Met4 routing:
Drawn at 2 px/um. Supply wires on this layer in grey.
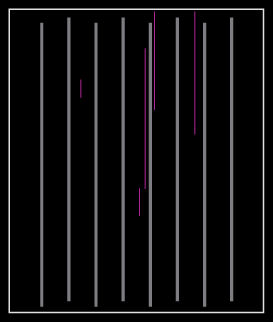
Routed clock nets over the placement:
Drawn at 2 px/um.
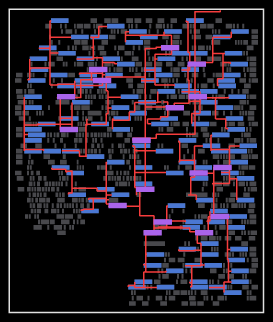
Nets reached from selected ports:
Drawn at 2 px/um.
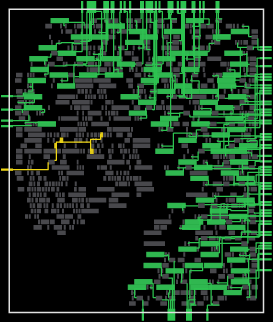
$ cat src/rtl/dna_ctrl_pkg.sv
// Shared constants, FSM state type and small helpers for the DNA read controller.
package dna_ctrl_pkg;

   localparam int          DNA_W           = 96;
   localparam int          TIMEOUT_CYC_DEF = 32;
   localparam logic [6:0]  SHIFT_BITS      = 7'd96;

   typedef enum logic [2:0] {
      IDLE       = 3'd0,
      ARB        = 3'd1,
      START      = 3'd2,
      WAIT_VALID = 3'd3,
      SHIFT      = 3'd4,
      SETTLE     = 3'd5,
      RESP       = 3'd6
   } state_t;

   // Shift counter increment that sticks at all-ones so overlong streams never wrap to 96.
   function automatic logic [6:0] sat_inc7(input logic [6:0] v);
      logic [6:0] r;
      if (v == 7'h7F) begin
         r = v;
      end else begin
         r = v + 7'd1;
      end
      return r;
   endfunction

endpackage

$ cat src/rtl/dna_read_ctrl_rr_arbiter.sv
// Round-robin arbiter: search starts at the pointer, pointer moves past the winner on advance.
module rr_arbiter #(
   parameter int N_REQ = 4,
   parameter int IDX_W = (N_REQ > 1) ? $clog2(N_REQ) : 1
) (
   input  logic             clk,
   input  logic             rst_n,
   input  logic [N_REQ-1:0] req,
   input  logic             advance,
   output logic [N_REQ-1:0] grant,
   output logic [IDX_W-1:0] index
);

   localparam logic [IDX_W-1:0] LAST_IDX = IDX_W'(N_REQ - 1);

   logic [IDX_W-1:0] ptr;
   logic [IDX_W-1:0] cand;
   logic             found;

   // First requester at or after the pointer, wrapping around.
   always_comb begin
      grant = {N_REQ{1'b0}};
      index = {IDX_W{1'b0}};
      cand  = {IDX_W{1'b0}};
      found = 1'b0;
      for (int i = 0; i < N_REQ; i++) begin
         cand = IDX_W'((int'(ptr) + i) % N_REQ);
         if (!found && req[cand]) begin
            found       = 1'b1;
            grant[cand] = 1'b1;
            index       = cand;
         end else begin
            found = found;
         end
      end
   end

   // Pointer register: next search begins just after the last winner.
   always_ff @(posedge clk or negedge rst_n) begin
      if (!rst_n) begin
         ptr <= {IDX_W{1'b0}};
      end else if (advance) begin
         ptr <= (index == LAST_IDX) ? {IDX_W{1'b0}} : index + IDX_W'(1);
      end else begin
         ptr <= ptr;
      end
   end

endmodule

$ cat src/rtl/dna_read_ctrl.sv
// Arbitrated front end for a device-DNA reader; one requester is served per read.
// Optional result caching is enabled by defining DNA_READ_CTRL_CACHE_EN.
module dna_read_ctrl
   import dna_ctrl_pkg::*;
#(
   parameter int N_REQ       = 4,
   parameter int TIMEOUT_CYC = TIMEOUT_CYC_DEF
) (
   input  logic             clk,
   input  logic             rst_n,
   input  logic [N_REQ-1:0] req_i,
   output logic [N_REQ-1:0] ack_o,
   output logic [DNA_W-1:0] dna_o,
   output logic             err_o,
   output logic             busy_o,
   output logic             dna_start_o,
   input  logic             dna_ser_valid_i,
   input  logic [DNA_W-1:0] dna_i
);

   localparam int               IDX_W     = (N_REQ > 1) ? $clog2(N_REQ) : 1;
   localparam int               WAIT_W    = $clog2(TIMEOUT_CYC + 1);
   localparam logic [WAIT_W-1:0] WAIT_LAST = WAIT_W'(TIMEOUT_CYC - 1);

   state_t            state;
   logic [IDX_W-1:0]  owner;
   logic [WAIT_W-1:0] wait_cnt;
   logic [6:0]        shift_cnt;
   logic [N_REQ-1:0]  arb_grant;
   logic [IDX_W-1:0]  arb_index;
   logic              arb_advance;
`ifdef DNA_READ_CTRL_CACHE_EN
   logic              cache_valid;
`endif

   function automatic logic [N_REQ-1:0] owner_onehot(input logic [IDX_W-1:0] idx);
      logic [N_REQ-1:0] v;
      v      = {N_REQ{1'b0}};
      v[idx] = 1'b1;
      return v;
   endfunction

   assign arb_advance = (state == ARB) && (|arb_grant);

   rr_arbiter #(
      .N_REQ (N_REQ),
      .IDX_W (IDX_W)
   ) u_arb (
      .clk     (clk),
      .rst_n   (rst_n),
      .req     (req_i),
      .advance (arb_advance),
      .grant   (arb_grant),
      .index   (arb_index)
   );

   // Read sequencer; all outputs are registered, ack/err/start default low every cycle.
   always_ff @(posedge clk or negedge rst_n) begin
      if (!rst_n) begin
         state       <= IDLE;
         owner       <= {IDX_W{1'b0}};
         wait_cnt    <= {WAIT_W{1'b0}};
         shift_cnt   <= 7'd0;
         ack_o       <= {N_REQ{1'b0}};
         dna_o       <= {DNA_W{1'b0}};
         err_o       <= 1'b0;
         busy_o      <= 1'b0;
         dna_start_o <= 1'b0;
`ifdef DNA_READ_CTRL_CACHE_EN
         cache_valid <= 1'b0;
`endif
      end else begin
         ack_o       <= {N_REQ{1'b0}};
         err_o       <= 1'b0;
         dna_start_o <= 1'b0;
         case (state)
            IDLE: begin
               wait_cnt  <= {WAIT_W{1'b0}};
               shift_cnt <= 7'd0;
               if (|req_i) begin
                  state  <= ARB;
                  busy_o <= 1'b1;
               end else begin
                  state  <= IDLE;
                  busy_o <= 1'b0;
               end
            end
            ARB: begin
               if (|arb_grant) begin
                  owner <= arb_index;
`ifdef DNA_READ_CTRL_CACHE_EN
                  if (cache_valid) begin
                     // dna_o still holds the last good read, so it doubles as the cache.
                     state <= RESP;
                     ack_o <= arb_grant;
                  end else begin
                     state       <= START;
                     dna_start_o <= 1'b1;
                  end
`else
                  state       <= START;
                  dna_start_o <= 1'b1;
`endif
               end else begin
                  state  <= IDLE;
                  busy_o <= 1'b0;
               end
            end
            START: begin
               wait_cnt <= {WAIT_W{1'b0}};
               state    <= WAIT_VALID;
            end
            WAIT_VALID: begin
               if (dna_ser_valid_i) begin
                  // The first valid cycle is already the first shifted bit.
                  shift_cnt <= 7'd1;
                  state     <= SHIFT;
               end else if (wait_cnt == WAIT_LAST) begin
                  state <= RESP;
                  ack_o <= owner_onehot(owner);
                  err_o <= 1'b1;
               end else begin
                  wait_cnt <= wait_cnt + WAIT_W'(1);
               end
            end
            SHIFT: begin
               if (dna_ser_valid_i) begin
                  shift_cnt <= sat_inc7(shift_cnt);
               end else if (shift_cnt == SHIFT_BITS) begin
                  state <= SETTLE;
               end else begin
                  state <= RESP;
                  ack_o <= owner_onehot(owner);
                  err_o <= 1'b1;
               end
            end
            SETTLE: begin
               dna_o <= dna_i;
`ifdef DNA_READ_CTRL_CACHE_EN
               cache_valid <= 1'b1;
`endif
               state <= RESP;
               ack_o <= owner_onehot(owner);
            end
            RESP: begin
               state  <= IDLE;
               busy_o <= 1'b0;
            end
            default: begin
               state  <= IDLE;
               busy_o <= 1'b0;
            end
         endcase
      end
   end

endmodule

$ cat config.mk
export PLATFORM = sky130hd
export DESIGN_NAME = dna_read_ctrl
export DESIGN_NICKNAME = d
export VERILOG_FILES = /design/src/rtl/dna_ctrl_pkg.sv /design/src/rtl/dna_read_ctrl_rr_arbiter.sv /design/src/rtl/dna_read_ctrl.sv
export SDC_FILE = /design/constraint.sdc
export NUM_CORES = 1
export LEC_CHECK = 0
export ABC_AREA = 1
export CORE_ASPECT_RATIO = 1.2
export CORE_MARGIN = 2
export CORE_UTILIZATION = 30
export DETAILED_ROUTE_END_ITERATION = 10
export GPL_ROUTABILITY_DRIVEN = 0
export PLACE_DENSITY = 0.59
export SLEW_MARGIN = 20
export SYNTH_ARGS = -nofsm -noshare
export SYNTH_HDL_FRONTEND = slang
export SYNTH_SLANG_ARGS = --single-unit
$ cat constraint.sdc
create_clock -name clk -period 3 [get_ports clk]
set_clock_uncertainty 0.15 [all_clocks]
set_input_delay 0.45 -clock clk [delete_from_list [all_inputs] [get_ports clk]]
set_output_delay 0.45 -clock clk [all_outputs]
set_load 0.05 [all_outputs]
==> run notes <==
fresh numbers from the pnr run: Avg Vias per Cell approximately 4.4, placed insts around 1100, CTS buffer count 17, MUX area fraction 0, biggest area cells dfrtp_1 (57%), nand2_1 (25%), nor2_1 (2.5%), Post-synth top flop dfrtp_1, clk root buf clkbuf_16, Syn-to-layout area delta 53.3%, P_comb about 6000 uW, Antenna Violating Nets Remaining 0, met3 wire length roughly 770 um, largest stage delay on the critical path approximately 0.53 ns, Internal Dissipation around 5500 uW, die height 151 um, Setup TNS Final 0 ns, Basic Gates by Area 0.335, type of the worst setup path flop to flop, status completed, slowest stage cell, crit path dfrtp_1, RSZ-0062 raised after global routing false, most common library cells after synthesis nand2_1 (352), dfrtp_1 (123), nor2_1 (36), Top cells excl fill/tap nand2_1 (352), clkdlybuf4s50_1 (204), dfrtp_1 (123), nor2_1 (36), inv_1 (29), Async S/R FF share, synth 1.00, Pwr top combinational logic, First-pass DRT Iterations 4, Design Area, Final a little over 8000 um2, largest reg by FF count dna_o, CP Data Arrival Time 2.46 ns, slew margin rel. 0.615, FMAX about 430 MHz, Synthesized registers 123, H-tree levels 4, GR peak layer met2, flop share of the area 0.372, reg2reg start u_arb.ptr[1], drt drc 0
Back to the opening pictures, 'met4 routing':
wire length on this layer = 203 um
nets with wire on the layer = 3
final wirelength: 14600 um
via count: 4804

Back to the opening pictures, 'routed clock nets over the placement':
clock wires -> red  # length 1620 um
clock drivers -> purple  # count 17
flip-flops -> blue  # count 123
flops lie = all over the die
routed clock nets = 18
Clock group: 1930 uW
Clk pwr share: 0.182
worst skew pair latency: 0.40 ns

Back to the opening pictures, 'nets reached from selected ports':
dna_o -> green  # direction output, end cells 96, wire 2950 um
dna_ser_valid_i -> yellow  # direction input, end cells 4, wire 63.4 um
Ports: 206
IO Port Bufs: 205

Power figures rest on the tool's default switching activity, not on a simulated workload.
